**src/rtl/i2s_transmitter.sv**
```systemverilog
// I2S transmitter: gathers one left and one right 32-bit sample into a
// pending frame, then shifts the 64-bit frame out MSB-first on an I2S bus
// (BCLK, LRCLK, SDATA). The pending frame and the shift frame form a double
// buffer, so the next frame can be collected while the current one is sent.
module i2s_transmitter #(
  parameter int CLK_DIV = 1  // clk cycles per BCLK half-period, >= 1
) (
  input  logic        clk,
  input  logic        reset_n,
  input  logic        i_valid,
  output logic        i_ready,
  input  logic        i_is_left,
  input  logic [31:0] i_audio,
  output logic        o_bclk,
  output logic        o_lrclk,
  output logic        o_sdata,
  output logic        o_underrun,
  output logic        o_seq_error
);

  localparam int                DIV_W    = (CLK_DIV > 1) ? $clog2(CLK_DIV) : 1;
  localparam logic [DIV_W-1:0]  DIV_LAST = DIV_W'(CLK_DIV - 1);
  localparam logic [5:0]        BIT_LAST = 6'd63;

  // BCLK generation
  logic [DIV_W-1:0] div_cnt_q, div_cnt_d;
  logic             bclk_q, bclk_d;

  // Serial side: slot position, shift frame and registered bus outputs
  logic [5:0]       bit_cnt_q, bit_cnt_d;
  logic [63:0]      shift_q, shift_d;
  logic             sdata_q, sdata_d;
  logic             lrclk_q, lrclk_d;
  logic             underrun_q, underrun_d;

  // Input side: pending frame being assembled
  logic [31:0]      pend_l_q, pend_l_d;
  logic [31:0]      pend_r_q, pend_r_d;
  logic             have_l_q, have_l_d;
  logic             have_r_q, have_r_d;
  logic             seq_err_q, seq_err_d;

  // Event decode
  logic             div_wrap;
  logic             fall_evt;
  logic             frame_edge;
  logic             frame_full;
  logic             accept;
  logic [63:0]      next_frame;

  assign div_wrap   = (div_cnt_q == DIV_LAST);
  // BCLK is high and about to toggle: this is the falling edge of BCLK.
  assign fall_evt   = div_wrap && bclk_q;
  assign frame_edge = fall_evt && (bit_cnt_q == BIT_LAST);
  assign frame_full = have_l_q && have_r_q;
  assign accept     = i_valid && i_ready;

  // Divider: count clk cycles and toggle BCLK every CLK_DIV clocks
  always_comb begin
    // NOTE: every signal driven here gets a default first, so no path can leave it unassigned and infer a latch.
    div_cnt_d = div_cnt_q + DIV_W'(1);
    bclk_d    = bclk_q;
    if (div_wrap) begin
      div_cnt_d = '0;
      bclk_d    = ~bclk_q;
    end
  end

  // Serial side: advance the slot on each falling BCLK, load a new frame at
  // the 63->0 wrap, and present the next bit and word select
  always_comb begin
    bit_cnt_d  = bit_cnt_q;
    shift_d    = shift_q;
    sdata_d    = sdata_q;
    lrclk_d    = lrclk_q;
    underrun_d = 1'b0;
    next_frame = shift_q;

    if (fall_evt) begin
      bit_cnt_d = bit_cnt_q + 6'd1;
      // Word select leads the slot's MSB by one bit (I2S one-bit delay).
      lrclk_d   = (bit_cnt_d >= 6'd31) && (bit_cnt_d <= 6'd62);

      if (frame_edge) begin
        if (frame_full) begin
          next_frame = {pend_l_q, pend_r_q};
        end else begin
          // Nothing complete to send: transmit silence, keep what is pending.
          next_frame = '0;
          underrun_d = 1'b1;
        end
      end

      // The shift register holds the bits still to come after the one on SDATA.
      sdata_d = next_frame[63];
      shift_d = {next_frame[62:0], 1'b0};
    end
  end

  // Input side: accept samples in L,R order and flag anything out of order
  always_comb begin
    pend_l_d  = pend_l_q;
    pend_r_d  = pend_r_q;
    have_l_d  = have_l_q;
    have_r_d  = have_r_q;
    seq_err_d = 1'b0;

    // A full frame hands over to the shift register; i_ready is low while
    // full, so this never coincides with an accepted sample.
    if (frame_edge && frame_full) begin
      have_l_d = 1'b0;
      have_r_d = 1'b0;
    end

    if (accept) begin
      if (i_is_left) begin
        // A second left before its right replaces the earlier one.
        if (have_l_q && !have_r_q) begin
          seq_err_d = 1'b1;
        end
        pend_l_d = i_audio;
        have_l_d = 1'b1;
      end else if (have_l_q) begin
        pend_r_d = i_audio;
        have_r_d = 1'b1;
      end else begin
        // Right without a preceding left: consume and drop it.
        seq_err_d = 1'b1;
      end
    end
  end

  // State registers
  always_ff @(posedge clk or negedge reset_n) begin
    if (!reset_n) begin
      div_cnt_q  <= '0;
      bclk_q     <= 1'b0;
      bit_cnt_q  <= BIT_LAST;
      shift_q    <= '0;
      sdata_q    <= 1'b0;
      lrclk_q    <= 1'b0;
      underrun_q <= 1'b0;
      // NOTE: the sample registers are reset too, although the have_* flags alone already mark them empty; it keeps the datapath free of X after reset.
      pend_l_q   <= '0;
      pend_r_q   <= '0;
      have_l_q   <= 1'b0;
      have_r_q   <= 1'b0;
      seq_err_q  <= 1'b0;
    end else begin
      // NOTE: non-blocking assignments here so every register samples the pre-edge state, independent of statement order.
      div_cnt_q  <= div_cnt_d;
      bclk_q     <= bclk_d;
      bit_cnt_q  <= bit_cnt_d;
      shift_q    <= shift_d;
      sdata_q    <= sdata_d;
      lrclk_q    <= lrclk_d;
      underrun_q <= underrun_d;
      pend_l_q   <= pend_l_d;
      pend_r_q   <= pend_r_d;
      have_l_q   <= have_l_d;
      have_r_q   <= have_r_d;
      seq_err_q  <= seq_err_d;
    end
  end

  assign i_ready     = !(have_l_q && have_r_q);
  assign o_bclk      = bclk_q;
  assign o_lrclk     = lrclk_q;
  assign o_sdata     = sdata_q;
  assign o_underrun  = underrun_q;
  assign o_seq_error = seq_err_q;

endmodule

```
**config.mk**
```make
export PLATFORM = sky130hd
export DESIGN_NAME = i2s_transmitter
export DESIGN_NICKNAME = d
export VERILOG_FILES = /design/src/rtl/i2s_transmitter.sv
export SDC_FILE = /design/constraint.sdc
export NUM_CORES = 1
export LEC_CHECK = 0
export ABC_AREA = 1
export CAP_MARGIN = 20
export CORE_MARGIN = 3
export CORE_UTILIZATION = 38
export CTS_BUF_LIST = sky130_fd_sc_hd__clkbuf_8
export CTS_CLUSTER_DIAMETER = 60
export DETAILED_ROUTE_END_ITERATION = 10
export DONT_BUFFER_PORTS = 1
export PLACE_DENSITY = 0.55
export SETUP_SLACK_MARGIN = 0.02
export SYNTH_ARGS = -nofsm -noshare
export SYNTH_HDL_FRONTEND = slang
export SYNTH_SLANG_ARGS = --single-unit
```
**constraint.sdc**
```tcl
create_clock -name clk -period 2.8 [get_ports clk]
set_input_delay 0.28 -clock clk [delete_from_list [all_inputs] [get_ports clk]]
set_output_delay 0.28 -clock clk [all_outputs]
set_load 0.01 [all_outputs]
```
Fig. 1: run 1, M1 wires
Cells faint in the background.
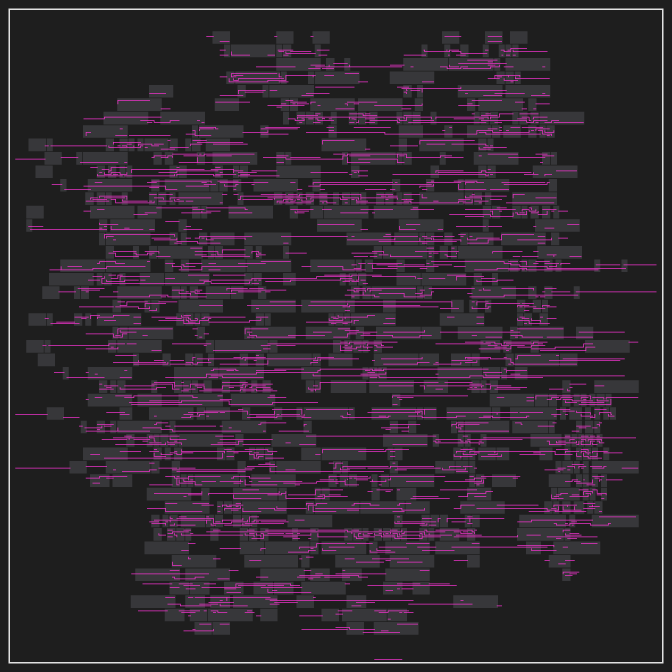
longest straight run: 30.8 microns
share of all routed wire: 48%
WL final: 12900 microns
GR Util met1: 21.2%
via count: 4461

Fig. 2: run 1, M2 wires
The bar under the picture is 50 microns long.
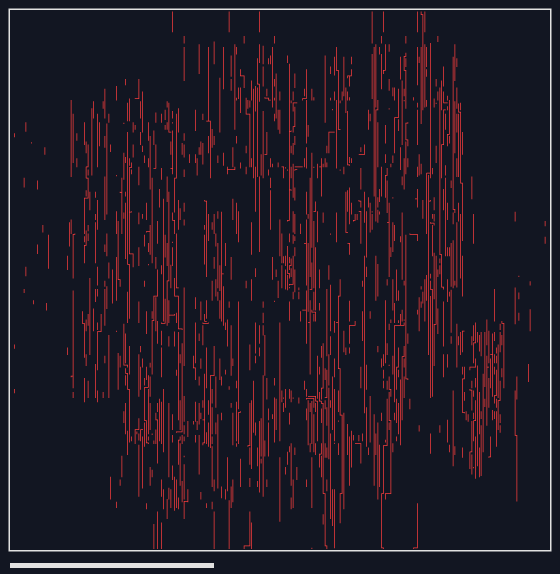
longest straight run: 43.9 microns
nets with wire on the layer: 533
wire length on this layer: 5850 microns
share of all routed wire: 45%
GR Layer Usage met2: 25.0%

==> flow_summary.ini, run 1 <==
; implementation run metrics
[run_status]
status = finished, violations left
violations = hold timing

[floorplanning]
io_pins = 42
nWellTaps = 211
die_h_microns = 132
initCoreUtil_pct = 39.3
die_w_microns = 132
core_sq_um = 15400
rows = 45
dieArea_sq_um = 17400

[yosys]
most_common_cell = a21oi_1
largest_area_cell = dfrtp_1
fa_ha_area_share_pct = 0.622
edf_count = 0
ys_chip_area_sq_um = 6040
area_leaders = dfrtp_1 (56%), a21oi_1 (12%), nand3_1 (5.6%)
ys_top_cells_by_count = a21oi_1 (146), dfrtp_1 (134), nor2_1 (90)
ff_type = dfrtp_1
yosys.area.top_type_share_pct = 55.5
yosysSeqAreaShare_pct = 58.2
ys_async_sr_fraction_pct = 100
synth_flops = 140
yosys.area_share.aoi_pct = 14.7
yosysUniqueCellTypes = 26
synth_area_sq_um = 6040
ys_cells = 638
synth.avg_cell_area_sq_um = 9.46
fp_nets = 677
mux_area_share_pct = 4.29
top_logic_kind = simple AND/OR/NAND/NOR gates
yosysWarnings = 0
syn_inst = 638
xor_share_pct = 0.145
simple_gate_area_share_pct = 15.7

[place]
dpl_cell_area_sq_um = 6130
io_buffers = 0
dp.cells = 813
place_congestion = 0.811
place_hpwl_microns = 7680
post-place-ws_ps = 763

[pwr]
pg_seq_mw = 2.02
pg_comb_mw = 0.0472
p_per_area_nw_per_um2 = 542
p_sw_share_pct = 20.2
switching_power_mw = 0.747
pg_clk_mw = 1.62
clockPowerShare_pct = 43.9
power_frac_comb_pct = 1.3
power.total_mw = 3.69
internal_power_mw = 2.94
power_leakage_nw = 3.33
power.group.top = registers
p_seq_share_pct = 54.8

[sta]
period_minus_slack_ps = 2040
fin_ws_ps = 759
rsz0062_at_grt = no
setup-tns-final_ps = 0
max_freq_mhz = 490
finalHoldViolCount = 140
relSlewSlack_pct = 47.7
clock_skew_ps = 9.55
hold_ws_ps = -456
drv_slew = 0
worstMarginPinSlew_ps = 784
finalCritPeriodShare_pct = 72.9

[final_layout]
clkCellAreaFrac_pct = 5.81
clockBufferCount = 22
buffer_area_share_pct = 5.41
reg_top3 = shift_q x63, pend_l_q x32, pend_r_q x32
comb_cells = 418
largest_register_ffs = 63
final_util_pct = 44.3
regArea_sq_um = 3510
areaGrowthSynthToFinish_pct = 12.7
finalInstanceArea_sq_um = 6810
drive_gt1_share_pct = 11.7
diodes = 0
inv_count = 34
regMostFlops = shift_q
logic_area_sq_um = 2140
sh_seq_area_pct = 51.6
dominant_cells = registers
flop-count = 140
buffers = 38
sh_comb_area_pct = 31.4
nets = 688

[setup_path]
rrSetupSlack_ps = 760
cp.required_ps = 3160
cp.depth = 8
r2r-start = bit_cnt_q[0]$_DFFE_PN1P_
r2r_end = shift_q[61]$_DFFE_PN0P_
crit_slowest_cell = dfstp_2
cp-startpoint = bit_cnt_q[0]$_DFFE_PN1P_
worst-path-buf-inv = 2
crit_fanout = 33
critPathCaptureType = flop
crit_end = shift_q[61]$_DFFE_PN0P_
critPathArrivalTime_ps = 2400
cpPeakStageDelay_ps = 590
worstRegToRegCells = 8
cp_cell_sequence = ha_1 > nand2_1 > inv_2 > nand3_4 > nor2_8 > buf_12 > nand3_1 > a21oi_1

[grt]
grt_pass1_vias = 4575
grt_pass1_wl_microns = 22500
grt_max_degree = 141
gr-usage-all-layers_pct = 15.8
antenna_found_initial = 0
grt.busiest_layer = met2
overflow = 0

[route]
top_layer = met4
wl_met2_microns = 5850
wl_met1_microns = 6190
wl_per_cell_microns = 14.8
met3WireLength_microns = 571
drtIter0Drc = 355
viasPerCell = 5.12
ant_nets = 0
drc = 0
first_pass_iters = 7

[clock_tree]
cts_max_path_buffers = 2
clkLatencyLatePin_ps = 440
cts_tree = built
cts_sinks = 140
cts.root.buffer_cell = clkbuf_8
cts_made_buffers = 17
cts_setup_buffers = 0
cts_hold_buf = 28
cts.clk_slew.worst_paths_ps = 70
cts_resized = 0

[worst_hold_path]
hold_class = input pin to async pin

[flow_run]
warnings = 32
maxCapViolations = 0
Fig. 3: run 1, met3 routing
The bar under the picture is 50 microns long.
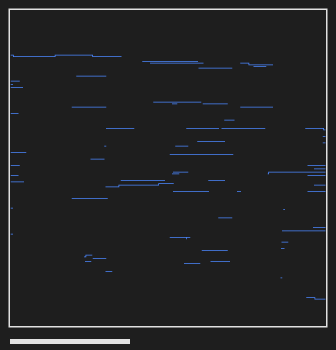
main direction: horizontal
longest straight run: 26.2 microns
met3 GRT Util: 3.63%

run 1: cells in the final DEF (no fill, tap or decap):
master         netlist  routed
nor2_1              90      90
clkbuf_8             0      22
inv_1               32      32
dfrtp_1            134     133
dfstp_2              6       6
nand3_1             68      68
nand2_1             48      48
mux2_2              23      23
clkinvlp_4           0       2
a21oi_1            146     146
dlygate4sd3_1        0      28
o21bai_1             2       2
ha_1                 3       3
nor3_1               2       2
nor2_4               1       1
xor2_1               1       1
o21ai_0             28      28
nor3b_1              1       1
nand3_4              1       1
buf_4                4       9
nand4_1              1       1
clkinv_2             0       2
or2_2                1       1
buf_12               0       1
nor2_8               1       1
dfrtp_2              0       1
nand3_2              1       1
inv_2                2       4
bufinv_16            0       2
Fig. 4: run 1, clock nets
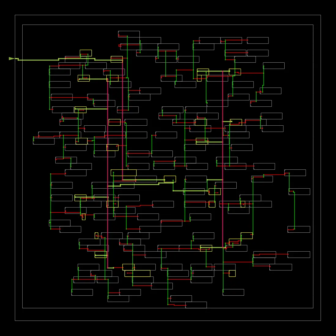

## Run 2: what changed since run 1
clock period = 2 ns   (was 2.8 ns; I/O delays follow)
Fig. 5: run 2, clock nets
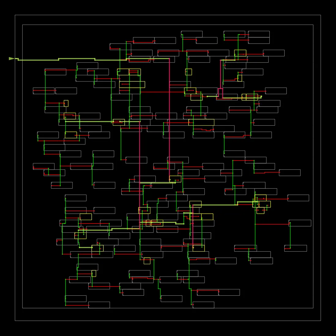
num sequential: 140
clock network power: 2.30 mW
clk_buf instances: 21
number of sinks on the clock net: 140
clk_skew: 8.44 ps

==> flow_summary.ini, run 2 <==
; implementation run metrics
[run_status]
status = finished, violations left
violations = hold timing

[route]
wl_met2_microns = 5840
vias = 4427
finalWirelength_microns = 13000
drtIter0Drc = 398
first_pass_iters = 6
wl_met1_microns = 6350
ant_nets = 0
drc = 0
viasPerCell = 5.02

[floorplanning]
core_sq_um = 15400
die_w_microns = 132
nWellTaps = 211
die_h_microns = 132
io_pins = 42
dieArea_sq_um = 17400
rows = 45
initCoreUtil_pct = 39.3

[final_layout]
sh_comb_area_pct = 30.6
dominant_cells = registers
finalInstanceArea_sq_um = 7000
areaGrowthSynthToFinish_pct = 15.9
buffers = 47
largest_register_ffs = 63
final_common_cell = a21oi_1
final_util_pct = 45.5
reg_top3 = shift_q x63, pend_l_q x32, pend_r_q x32
drive_gt1_share_pct = 12.5
sh_seq_area_pct = 50.2
clkCellAreaFrac_pct = 5.79
layout_top_cells = a21oi_1 (146), dfrtp_1 (133), nor2_1 (90)
regArea_sq_um = 3510
nets = 697
buffer_area_share_pct = 7.87
logic_area_sq_um = 2140
comb_cells = 418

[grt]
gr-usage-all-layers_pct = 15.5
overflow = 0
antenna_found_initial = 0
grt_pass1_wl_microns = 22200
grt_max_degree = 141

[yosys]
yosys.area.top_type_share_pct = 55.5
yosysSeqAreaShare_pct = 58.2
largest_area_cell = dfrtp_1
ys_cells = 638
ys_async_sr_fraction_pct = 100
fp_nets = 677
edf_count = 0
ys_chip_area_sq_um = 6040
synth_flops = 140
ff_type = dfrtp_1
most_common_cell = a21oi_1
yosysWarnings = 0
ys_top_cells_by_count = a21oi_1 (146), dfrtp_1 (134), nor2_1 (90)
yosysUniqueCellTypes = 26
synth.avg_cell_area_sq_um = 9.46
synth_area_sq_um = 6040

[sta]
drv_slew = 0
period_minus_slack_ps = 1760
finalHoldViolCount = 140
setup-tns-final_ps = 0
fin_ws_ps = 236
rsz0062_at_grt = no
worstMarginPinSlew_ps = 763
finalCritPeriodShare_pct = 88.2
relSlewSlack_pct = 49.1
max_freq_mhz = 567
hold_ws_ps = -551

[place]
post-place-ws_ps = 231
place_hpwl_microns = 7600
dp.cells = 816
place_congestion = 0.804
io_buffers = 0
dpl_cell_area_sq_um = 6250

[clock_tree]
cts_resized = 0
cts_hold_buf = 34
cts.clk_slew.worst_paths_ps = 80
cts_made_buffers = 17
clkLatencyLatePin_ps = 440
cts_max_path_buffers = 2
cts_setup_buffers = 0
cts_tree = built

[pwr]
power_leakage_nw = 3.41
power.total_mw = 5.20
p_per_area_nw_per_um2 = 744

[setup_path]
r2r_end = shift_q[5]$_DFFE_PN0P_
critPathCaptureType = flop
crit_fanout = 39
crit_slowest_cell = dfstp_2
cp-startpoint = bit_cnt_q[0]$_DFFE_PN1P_
worst-path-buf-inv = 2
cp.depth = 8
cp_cell_sequence = ha_1 > nand2_1 > inv_2 > nand3_4 > nor2_8 > buf_12 > nand3_1 > a21oi_1
rrSetupSlack_ps = 240
cpPeakStageDelay_ps = 590
worstRegToRegCells = 8
r2r-start = bit_cnt_q[0]$_DFFE_PN1P_

[flow_run]
warnings = 32

[worst_hold_path]
hold_class = input pin to async pin
-- run 2: cell families (layout without fill, tap and decap cells) --
group                      count (synthesis)  after routing  share of synthesized area (%)
buffers and inverters                     80            113                           6.43
AOI/OAI and AO/OA                        176            176                           14.7
adders and majority gates                  3              3                          0.622
and+or+nand+nor                          215            215                           15.7
muxes                                     23             23                           4.29
DFF                                      140            140                           58.2
xor gates and xnor gates                   1              1                          0.145
-- run 2: where the power goes --
group          leakage (nW)  switching (mW)  internal, mW  total, mW
Sequential             1.92               0          2.83       2.83
Clock                 0.203            1.07          1.23       2.30
Combinational          1.29          0.0266        0.0486     0.0752
Total                  3.41            1.10          4.11       5.20
-- run 2: layer usage --
metal	vias up	track usage, %
li1	2173	-
met1	2147	21.6
met2	94	23.8
met3	13	4.05
met4	0	4.73
met5	-	0
Power and IR drop assume default switching activity.
